==> run_1/clock_nets.png <==
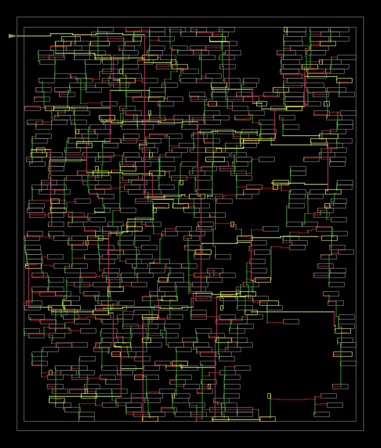
==> run_1/class_map.png <==
Fill, decap, tap and diode cells in grey.
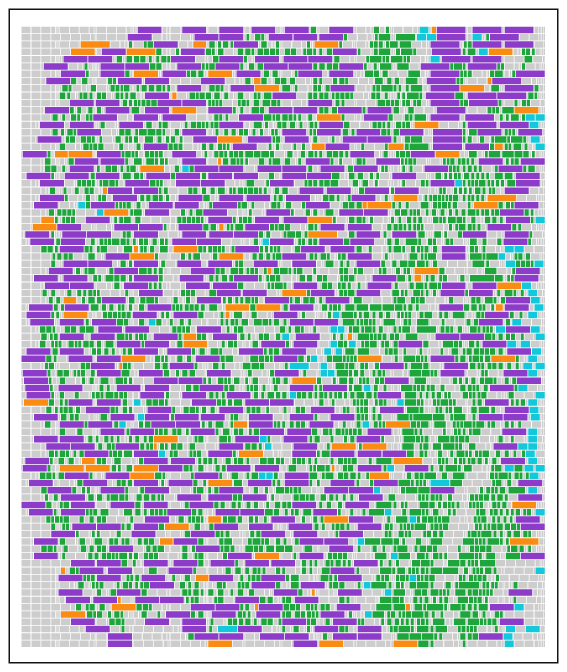
==> run_1/m1.png <==
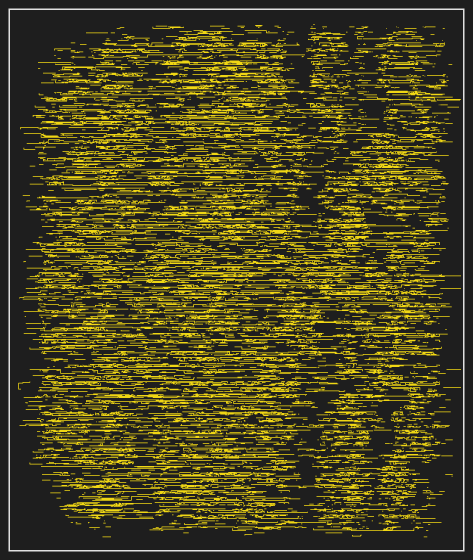
==> run_1/m3.png <==
The bar under the picture is 50 um long.
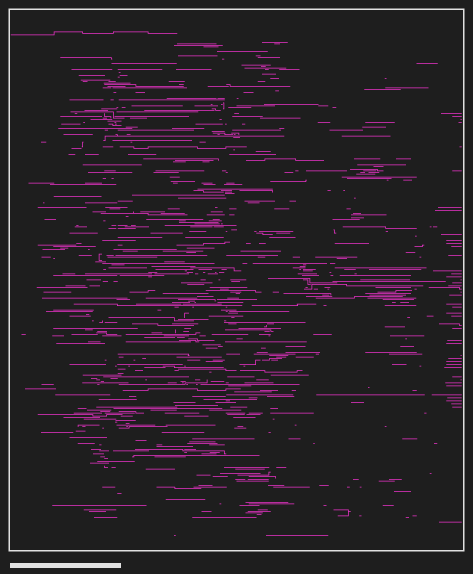
## src/rtl/term_ctrl.sv

```systemverilog
// Terminal controller: turns a UART byte stream into text-buffer cell writes, with
// cursor tracking, ANSI CSI parsing, per-row line lengths and an input byte FIFO.
module term_ctrl #(
    parameter int COLS       = 80,
    parameter int ROWS       = 60,
    parameter int ADDR_W     = 13,
    parameter int FIFO_DEPTH = 4,
    parameter int WRAP_MODE  = 0,
    parameter int SHOW_LEN   = 1,
    parameter int LEN_DIGITS = 2
) (
    input  logic              clk,
    input  logic              rst_n,
    input  logic              rx_valid,
    input  logic [7:0]        rx_data,
    output logic              rx_ready,
    output logic              wr_en,
    output logic [ADDR_W-1:0] wr_addr,
    output logic [7:0]        wr_data,
    output logic [ADDR_W-1:0] cursor,
    output logic [6:0]        cur_len,
    output logic              busy,
    output logic              ovf
);
    localparam int FA = $clog2(FIFO_DEPTH);
    localparam logic [ADDR_W-1:0] COLS_A     = ADDR_W'(COLS);
    localparam logic [ADDR_W-1:0] CELLS_LAST = ADDR_W'(COLS * ROWS - 1);
    localparam logic [6:0]        COL_MAX    = 7'(COLS - 1);
    localparam logic [5:0]        ROW_MAX    = 6'(ROWS - 1);
    localparam logic [1:0]        DIG_LAST   = 2'(LEN_DIGITS - 1);

    typedef enum logic [1:0] {S_IDLE, S_WRITE, S_DIGITS, S_CLEAR} state_t;
    typedef enum logic [1:0] {P_NORM, P_ESC, P_CSI} parse_t;

    state_t state, state_d;
    parse_t pstate, pstate_d;

    // rx_valid/rx_ready: a byte is taken on any clock where rx_valid is high and the FIFO
    // has room (or its head is popped that same clock); otherwise it is dropped and ovf sticks.
    logic [7:0] fifo_mem [FIFO_DEPTH];
    logic [FA:0] wptr, rptr;
    logic fifo_empty, fifo_full, push, pop;
    logic [7:0] head;

    assign fifo_empty = (wptr == rptr);
    assign fifo_full  = (wptr[FA] != rptr[FA]) && (wptr[FA-1:0] == rptr[FA-1:0]);
    assign pop        = (state == S_IDLE) && !fifo_empty;
    assign push       = rx_valid && (!fifo_full || pop);
    assign rx_ready   = !fifo_full;
    assign head       = fifo_mem[rptr[FA-1:0]];

    always_ff @(posedge clk) begin
        if (push) fifo_mem[wptr[FA-1:0]] <= rx_data;
    end

    always_ff @(posedge clk or negedge rst_n) begin
        if (!rst_n) begin
            wptr <= '0;
            rptr <= '0;
            ovf  <= 1'b0;
        end else begin
            if (push) wptr <= wptr + 1'b1;
            if (pop)  rptr <= rptr + 1'b1;
            if (rx_valid && !push) ovf <= 1'b1;
        end
    end

    logic [6:0]        cx, cx_d;
    logic [5:0]        cy, cy_d;
    logic [7:0]        p, p_d, byte_q, byte_d;
    logic [1:0]        dig, dig_d;
    logic [ADDR_W-1:0] clr_addr, clr_d;
    logic [6:0]        line_len, line_len_d;
    logic [6:0]        len_mem [ROWS];
    logic              wr_en_d, len_we, len_clear;
    logic [ADDR_W-1:0] wr_addr_d, row_base, cur_addr;
    logic [7:0]        wr_data_d;
    logic [11:0]       p_acc;
    logic [6:0]        cx_inc, cx_dec, cx_adv;
    logic [5:0]        cy_inc, cy_dec, cy_adv;

    assign row_base = ADDR_W'(cy) * COLS_A;
    assign cur_addr = row_base + ADDR_W'(cx);
    assign cursor   = cur_addr;
    assign cur_len  = len_mem[cy];
    assign busy     = (state != S_IDLE) || !fifo_empty;

    assign cx_inc = (cx == COL_MAX) ? 7'd0 : cx + 7'd1;
    assign cx_dec = (cx == 7'd0) ? COL_MAX : cx - 7'd1;
    assign cy_inc = (cy == ROW_MAX) ? 6'd0 : cy + 6'd1;
    assign cy_dec = (cy == 6'd0) ? ROW_MAX : cy - 6'd1;
    assign cx_adv = cx_inc;
    assign cy_adv = (WRAP_MODE != 0 && cx == COL_MAX) ? cy_inc : cy;
    assign p_acc  = {4'd0, p} * 12'd10 + {8'd0, head[3:0]};

    // Digit i of the length, blank when the length has fewer than i+1 digits.
    function automatic logic [7:0] digit_char(input logic [6:0] l, input logic [1:0] i);
        logic [6:0] q, pw, d;
        case (i)
            2'd0:    begin q = l;          pw = 7'd1;   end
            2'd1:    begin q = l / 7'd10;  pw = 7'd10;  end
            default: begin q = l / 7'd100; pw = 7'd100; end
        endcase
        d = q % 7'd10;
        return (l < pw) ? 8'h20 : 8'h30 + {1'b0, d};
    endfunction

    always_comb begin
        state_d    = state;
        pstate_d   = pstate;
        cx_d       = cx;
        cy_d       = cy;
        p_d        = p;
        byte_d     = byte_q;
        dig_d      = dig;
        clr_d      = clr_addr;
        line_len_d = line_len;
        wr_en_d    = 1'b0;
        wr_addr_d  = wr_addr;
        wr_data_d  = wr_data;
        len_we     = 1'b0;
        len_clear  = 1'b0;
        case (state)
            S_IDLE: if (!fifo_empty) begin
                case (pstate)
                    P_NORM: begin
                        if (head >= 8'h20 && head <= 8'h7E) begin
                            byte_d  = head;
                            state_d = S_WRITE;
                        end else begin
                            case (head)
                                8'h0D:   cx_d = 7'd0;
                                8'h0A:   cy_d = cy_inc;
                                8'h08:   if (cx != 7'd0) cx_d = cx - 7'd1;
                                8'h1B:   pstate_d = P_ESC;
                                default: ;
                            endcase
                        end
                    end
                    P_ESC: begin
                        if (head == 8'h5B) begin
                            pstate_d = P_CSI;
                            p_d      = 8'd0;
                        end else begin
                            pstate_d = P_NORM;
                        end
                    end
                    P_CSI: begin
                        if (head >= 8'h30 && head <= 8'h39) begin
                            p_d = (p_acc > 12'd255) ? 8'hFF : p_acc[7:0];
                        end else begin
                            pstate_d = P_NORM;
                            case (head)
                                8'h41:   cy_d = cy_dec;
                                8'h42:   cy_d = cy_inc;
                                8'h43:   cx_d = cx_inc;
                                8'h44:   cx_d = cx_dec;
                                8'h48:   begin cx_d = 7'd0; cy_d = 6'd0; end
                                8'h4A:   if (p == 8'd2) begin state_d = S_CLEAR; clr_d = '0; end
                                default: ;
                            endcase
                        end
                    end
                    default: pstate_d = P_NORM;
                endcase
            end
            S_WRITE: begin
                wr_en_d    = 1'b1;
                wr_addr_d  = cur_addr;
                wr_data_d  = byte_q;
                len_we     = 1'b1;
                line_len_d = (cx + 7'd1 > len_mem[cy]) ? cx + 7'd1 : len_mem[cy];
                if (SHOW_LEN != 0) begin
                    state_d = S_DIGITS;
                    dig_d   = 2'd0;
                end else begin
                    cx_d    = cx_adv;
                    cy_d    = cy_adv;
                    state_d = S_IDLE;
                end
            end
            S_DIGITS: begin
                wr_en_d   = 1'b1;
                wr_addr_d = row_base + COLS_A - ADDR_W'(1) - ADDR_W'(dig);
                wr_data_d = digit_char(line_len, dig);
                if (dig == DIG_LAST) begin
                    cx_d    = cx_adv;
                    cy_d    = cy_adv;
                    state_d = S_IDLE;
                end else begin
                    dig_d = dig + 2'd1;
                end
            end
            S_CLEAR: begin
                wr_en_d   = 1'b1;
                wr_addr_d = clr_addr;
                wr_data_d = 8'h20;
                clr_d     = clr_addr + ADDR_W'(1);
                if (clr_addr == CELLS_LAST) begin
                    cx_d      = 7'd0;
                    cy_d      = 6'd0;
                    len_clear = 1'b1;
                    state_d   = S_IDLE;
                end
            end
            default: state_d = S_IDLE;
        endcase
    end

    always_ff @(posedge clk or negedge rst_n) begin
        if (!rst_n) begin
            state    <= S_IDLE;
            pstate   <= P_NORM;
            cx       <= 7'd0;
            cy       <= 6'd0;
            p        <= 8'd0;
            byte_q   <= 8'd0;
            dig      <= 2'd0;
            clr_addr <= '0;
            line_len <= 7'd0;
            wr_en    <= 1'b0;
            wr_addr  <= '0;
            wr_data  <= 8'd0;
            for (int r = 0; r < ROWS; r++) len_mem[r] <= 7'd0;
        end else begin
            state    <= state_d;
            pstate   <= pstate_d;
            cx       <= cx_d;
            cy       <= cy_d;
            p        <= p_d;
            byte_q   <= byte_d;
            dig      <= dig_d;
            clr_addr <= clr_d;
            line_len <= line_len_d;
            wr_en    <= wr_en_d;
            wr_addr  <= wr_addr_d;
            wr_data  <= wr_data_d;
            if (len_clear) begin
                for (int r = 0; r < ROWS; r++) len_mem[r] <= 7'd0;
            end else if (len_we) begin
                len_mem[cy] <= line_len_d;
            end
        end
    end
endmodule

```

## config.mk

```make
export PLATFORM = sky130hd
export DESIGN_NAME = term_ctrl
export DESIGN_NICKNAME = d
export VERILOG_FILES = /design/src/rtl/term_ctrl.sv
export SDC_FILE = /design/constraint.sdc
export NUM_CORES = 1
export LEC_CHECK = 0
export ABC_AREA = 1
export CAP_MARGIN = 20
export CORE_ASPECT_RATIO = 1.2
export CORE_MARGIN = 4
export CORE_UTILIZATION = 60
export CTS_CLUSTER_DIAMETER = 200
export DETAILED_ROUTE_END_ITERATION = 7
export PLACE_DENSITY = 0.75
export SKIP_LAST_GASP = 1
export SYNTH_ARGS = -nofsm -noshare
export SYNTH_HDL_FRONTEND = slang
export SYNTH_SLANG_ARGS = --single-unit
```

## constraint.sdc

```tcl
create_clock -name clk -period 9.6 [get_ports clk]
set_clock_uncertainty 0.2 [all_clocks]
set_input_delay 1.92 -clock clk [delete_from_list [all_inputs] [get_ports clk]]
set_output_delay 1.92 -clock clk [all_outputs]
set_load 0.005 [all_outputs]
```

==> commit_impl_results.txt, run 1 <==
Update PnR metrics after Yosys + OpenROAD run

* Most congested layer reported by global routing: met2
* Total count of hold-check failures in the final report: 0
- Per STA, the library cell used most along the worst path is sky130_fd_sc_hd__nand2_1.
* Core Area: 45090 um2
- The buffer_ports step reported a buffer count of 55.
* Group with the largest share of power: combinational cells
- CP Data Required Time: 9.93 ns
- Worst setup slack before clock tree synthesis: 0.5741 ns
- Count of fill cells added during filler insertion: 3687
* Critical Path Start Type: flip-flop
- Per the synthesis report, the dominant area consumer among library cells is sky130_fd_sc_hd__dfrtp_1.
- The flow measured a signed area growth from synthesis to layout of 11.06%.
- Sequential share of power: 0.273
- Compound-cell area share of the yosys netlist: 0.2013
* Comb power frac: 0.516
* Longest Clk Path Bufs: 3
- Async set or reset register ratio after synthesis: 0.9403
- Yosys Chip Area: 27540 um2
* Clock Power Share: 0.212
- Post-synth EDFFs: 32
- In this run the static leakage power is 13.92 nW.
- Met2 track utilization from global routing: 0.5347
* Chip Width: 203.6 um
- For this run, the final setup violation count is recorded as 0.
* Most popular library cell in the synthesized design by count: sky130_fd_sc_hd__nand2_1
- Combinational cells consume a total of 5.42 mW.
- # Cells Yosys: 3239
- By startpoint and endpoint, the worst setup path is classified as reg -> reg.
* DR DRC count: 0
- Maximum number of pins on one net before global-route repair: 175
- Antenna diode count: 0
- In this run the count of I/O pins placed on the die edge is 56.
- The run finished with clean final reports.
- The initial antenna violation count is 0.
- Number of synthesis warnings: 0
* Achievable Freq: 0.1138 GHz
- Deepest level of the CTS H-tree: 2
- Most common cell after layout, fill and taps aside: sky130_fd_sc_hd__nand2_1
- The data arrival time reported for the critical path is 9.12 ns.
* Simple share: 0.1659
- Sw Ratio: 0.4698
* Post-route minimum period: 8.784 ns
* Internal power consumption: 5.577 mW
- After synthesis, the share of cell area in mux cells is 0.
* Count of max-cap constraint violations: 0
- In the detailed route, the total length drawn on met3 is 7321 um.
- The power report lists the clock group at 2.23 mW.
* Total routed wire length on the met1 layer: 31540 um
- CTS Root Buffer Type: sky130_fd_sc_hd__clkbuf_16
- On met1, the global router reports a usage of 0.4270.
- At the end of the flow, the number of nets in the layout was 3335.
* Die y size: 242.7 um
- The worst hold path belongs to the class reg -> reg.
- TritonCTS built the clock tree.
- Each instance of the synthesized netlist takes up on average 8.503 um2.
- The number of global-route vias before repair was 24270.
- Most frequent cells after synthesis: sky130_fd_sc_hd__nand2_1 (512), sky130_fd_sc_hd__dfrtp_1 (504), sky130_fd_sc_hd__inv_1 (443)
- Power attributed to sequential cells: 2.87 mW
* Synthesized registers: 536
- Dividing the final minimum period by the clock period gives 0.9150.
Back to the opening pictures, clock_nets.png:
total number of sequential cells: 536
clock buffer count in the final layout: 73
clock latency on the worst-skew pair: 0.62 ns
TritonCTS sink count: 536
CTS Buf Count: 53

Back to the opening pictures, class_map.png:
registers: drawn in purple, cells 536, share of their area 46%. clock drivers and dummy loads: drawn in orange, cells 97, share of their area 6.2%. remaining buffers and delay cells: drawn in cyan, cells 99, share of their area 3.1%. remaining logic cells: drawn in green, cells 2542, share of their area 45%.
std cell rows: 85
area of all placed cells without fillers: 30590 um2

Back to the opening pictures, m1.png:
3170 nets have wire on it. The wires run mostly horizontal. The layer carries 31.5 mm of wire. The longest straight run is 61.2 um.

Back to the opening pictures, m3.png:
The layer holds 8.9% of the routed length. The longest straight run is 80.3 um.
met3 demand-to-capacity share in global routing: 0.05820
detailed-route wire length: 82450 um
total number of vias: 24700

run 1: final cells by class:
cell class,count,area (um2),share of cell area
Inverter,456,1717,0.05612
Tap cell,609,762.0,0.02491
Timing Repair Buffer,99,923.4,0.03019
Sequential cell,536,13570,0.4438
Multi-Input combinational cell,2086,11750,0.3842
Clock buffer,73,1554,0.05081
Clock inverter,24,307.8,0.01006
run 1: flip-flops by register name, summed over array words and instances, names as in the netlist:
signal / flops
state: 2
cx: 7
cy: 6
fifo_mem: 32
dig: 2
byte_q: 8
rptr: 3
wr_data: 8
ovf: 1
p: 8
wr_en: 1
wr_addr: 13
line_len: 7
wptr: 3
clr_addr: 13
len_mem: 420
pstate: 2
run 1: critical path, delay by kind of cell, from the launching register on:
kind	cells	cell delay (ns)
buf+inv	8	0.79
simple gates	42	4.08
flops	1	0.37
compound gates	7	0.92
xor+xnor	1	0.16
fa+ha+maj	8	2.13
run 1: path summary, 6_finish.rpt:
| path | start | to | slack, ns | depth (start not counted) |
|---|---|---|---|---|
| worst min-delay path | ovf | ovf | 0.28 | 1 |
| worst min register to register | ovf | ovf | 0.28 | 1 |
| max in group asynchronous | rst_n | len_mem[24] | 6.42 | 2 |
| worst max-delay path | dig[1] | wr_data[6] | 0.82 | 66 |
| worst max register to register | dig[1] | wr_data[6] | 0.82 | 66 |
| min in group asynchronous | rst_n | wr_addr[10] | 1.20 | 1 |
run 1: timing repair:
action,CTS,global route
setup endpoints to repair,0,7
setup buffers,0,4
hold buffers,0,0
gates resized,0,12
run 1: stage by stage:
step           TNS [ns]  instance area, um2  total power [mW]  instances
4_1_cts               0               30500             10.37       3878
3_5_place_dp          0               28640             8.135       3781
6_report              0               30590             10.52       3883
5_1_grt        -0.03435               30590             11.19       3883
3_3_place_gp          0               28640             7.971       3781
2_1_floorplan         0               27540             6.412       3239
--- run 2 (diff from run 1) ---
- CORE_UTILIZATION: 60 -> 63
- CTS_CLUSTER_DIAMETER: 200 -> 60
- PLACE_DENSITY: 0.75 -> 0.79
==> run_2/m1.png <==
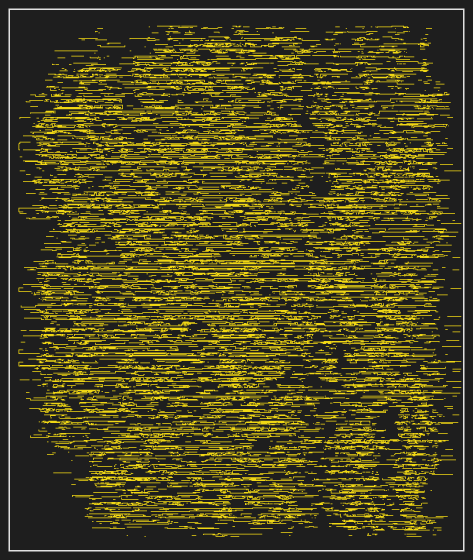
The layer holds 37% of the routed length. The longest straight run is 62.6 um. The layer carries 30.6 mm of wire.
met1 track utilization from global routing: 0.4372
detailed-route wire length: 81770 um

==> run_2/route_heat.png <==
The bar under the picture is 50 um long. 20 x 24 tiles, from dark blue (low) to red (high), scaled to the fullest tile. Values are wire area over tile area, all layers added.
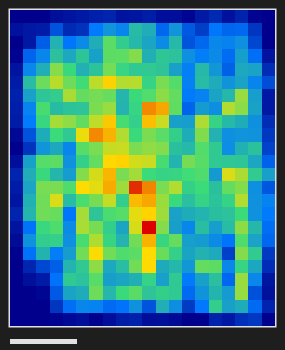
The mean over all tiles is 0.30. 28% of the tiles are over half the peak. 6.2% of the tiles are nearly empty.
total number of vias: 24860
average wire per cell in the routed design: 21.38 um
Global Route Usage Sum: 0.3418

==> run 2 against run 1 <==
  * Die area fell by 4.6%
  * Global-route usage up 1.3 points
  * Sequential power barely moved
  * Synthesized cell count unchanged
  * Combinational power grew 0.9%
  * Count of clock-buffer cells in the layout up 1
  * Cell count down 1.5%
  * Clock power fell by 8%
==> commit_impl_results.txt, run 2 <==
Update PnR metrics after Yosys + OpenROAD run

* Maximum number of pins on one net before global-route repair: 171 (-2.3%)
* Hold buffer count at CTS: 0 (unchanged)
- The average footprint of a synthesized cell is 8.503 um2 (unchanged).
- Yosys Chip Area: 27540 um2 (unchanged)
* Area growth from synthesis to final layout: 10.34%
* Buffers and inverters on the worst path: 9 (+1)
* CP Data Required Time: 9.87 ns (-0.06 ns)
- Chip Width: 198.9 um (-2.3%)
- The number of cells in the yosys synthesis report is 3239 (unchanged).
- The final sum of negative setup slack was 0 ns (unchanged).
* Cell family with most CP delay: simple AND/OR/NAND/NOR gates
- Achievable Freq: 0.1142 GHz (+0.33%)
* Placed inst area: 28560 um2 (-0.28%)
- Most popular library cell in the synthesized design by count: sky130_fd_sc_hd__nand2_1
- Final cell count without fillers: 3825 (-1.5%)
- TritonCTS built the clock tree.
* CTS Root Buffer Type: sky130_fd_sc_hd__clkbuf_16
* Number of global-route vias before repair: 24480 (+0.87%)
- Cell taking the most area after synthesis: sky130_fd_sc_hd__dfrtp_1
* Launching element of the worst setup path: dig[1]
- The register-to-register path setup slack came to 0.85 ns (+0.03 ns).
- Worst setup slack before clock tree synthesis: 0.6287 ns (+0.05468 ns)
- The largest register by flop count is len_mem.
- IO Count: 56 (unchanged)
- Power consumption: 10.40 mW (-1.1%)
* Crit path kind: reg -> reg
- Post-route minimum period: 8.755 ns (-0.02900 ns)
- The total overflow left after global routing is 0.
* Most common cell type on the critical path: sky130_fd_sc_hd__nand2_1
- The number of flip-flops under the largest register name is 420 (unchanged).
- Fraction of the cycle the final worst path needs: 0.9119 (-0.003021)
- In this run the critical register-to-register path is captured at wr_data[5].
- PortBufs: 55 (unchanged)
- The synthesis-stage register bit count is 536 (unchanged).
* Deepest level of the CTS H-tree: 2 (unchanged)
- Among logic cells in the layout, the one with the most instances is sky130_fd_sc_hd__nand2_1.
- The async set-reset flop share out of synthesis is 0.9403 (unchanged).
* Outcome: finished clean
- Number of cells on the critical path: 69 (+4.5%)
- The vertical extent of the die was 237.0 um (-2.3%).
- Source of the worst register-to-register timing path: dig[1]
* Number of cells on the worst reg-to-reg path: 69 (+4.5%)
* Std cell rows: 83 (-2.4%)
- Post-layout nets: 3338 (+0.090%)
* Area taken by flip-flops and latches: 13570 um2 (unchanged)
* Hold crit path type: reg -> reg
* Total count of hold-check failures in the final report: 0 (unchanged)
- The number of enable-type register cells in the synthesized netlist is 32 (unchanged).
- Critical Path Start Type: flip-flop
* Clock latency on the worst-skew pair: 0.61 ns (about the same)
- The leakage dissipation came to 13.85 nW (-0.52%).
- Post-placement cell count: 3723 (-1.5%)
- Most frequent cells after synthesis: sky130_fd_sc_hd__nand2_1 (512), sky130_fd_sc_hd__dfrtp_1 (504), sky130_fd_sc_hd__inv_1 (443)
- Count of max-cap constraint violations: 0 (unchanged)
- Clk pin slew, worst setup/hold paths: 0.06 ns
- Power per cell area: 342.3 nW/um2
- The number of filler instances in the final layout came to 3302 (-10%).
- CP Data Arrival Time: 9.02 ns (-0.10 ns)
* End point of the critical path: wr_data[5]
- CTS Buf Count: 53 (unchanged)
==> run_2/m3.png <==
The bar under the picture is 50 um long.
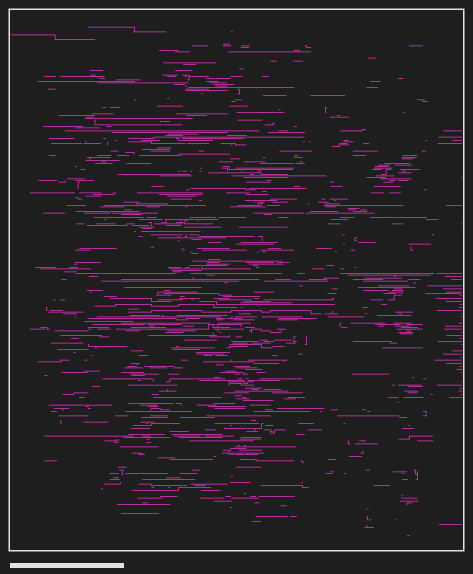
The wires run mostly horizontal. 405 nets have wire on it. The layer holds 8.9% of the routed length. The longest straight run is 85.1 um.
met3 demand-to-capacity share in global routing: 0.05607

==> run 2: netlist changes by cell type in the layout (fill, tap and decap cells not counted), sizes merged <==
cell    before  now
bufinv       6    3
clkbuf      73   74
buf         45   48
clkinv      20   18
==> run 2: worst min-delay path by stage <==
stage | startpoint | to | cells past startpoint
CTS | ovf | ovf | 1
detailed placement | ovf | ovf | 1
finish | ovf | ovf | 1
global route | ovf | ovf | 1
global placement | ovf | ovf | 1
floorplan | byte_q[7] | byte_q[7] | 2
==> run 2: cells by family after synthesis <==
family | count (synthesis) | synth area share
AND-OR/OR-AND | 914 | 0.2013
XOR/XNOR | 35 | 0.01113
adder cells (fa/ha/maj) | 92 | 0.04289
buffers and inverters | 617 | 0.08591
flip-flops | 536 | 0.4928
AND/OR/NAND/NOR | 1045 | 0.1659
==> run 2: metal layers <==
layer | GRT usage | part of all wire
met1 | 0.4372 | 0.37
met5 | 0 | 0
met3 | 0.05607 | 0.089
met4 | 0.1953 | 0.063
met2 | 0.5524 | 0.47
==> run 2: final cells by class <==
cell class                      count  share of cell area
Timing Repair Buffer              102             0.03191
Sequential cell                   536              0.4467
Multi-Input combinational cell   2086              0.3861
Inverter                          456             0.05649
Clock inverter                     19            0.006547
Tap cell                          552             0.02273
Clock buffer                       74             0.04957
==> run 2: timing repair <==
| action | 4_1_cts | 5_1_grt |
|---|---|---|
| setup buffers | 0 | 7 |
| resized | 0 | 10 |
| endpoints found under the setup margin | 0 | 7 |
==> run 2: report_power, final <==
| group | switching [mW] | total, mW | internal (mW) |
|---|---|---|---|
| Sequential | 0.244 | 2.87 | 2.63 |
| Clock | 0.882 | 2.06 | 1.17 |
| Combinational | 3.82 | 5.47 | 1.65 |
| Total | 4.95 | 10.4 | 5.45 |
Power and IR drop assume default switching activity.
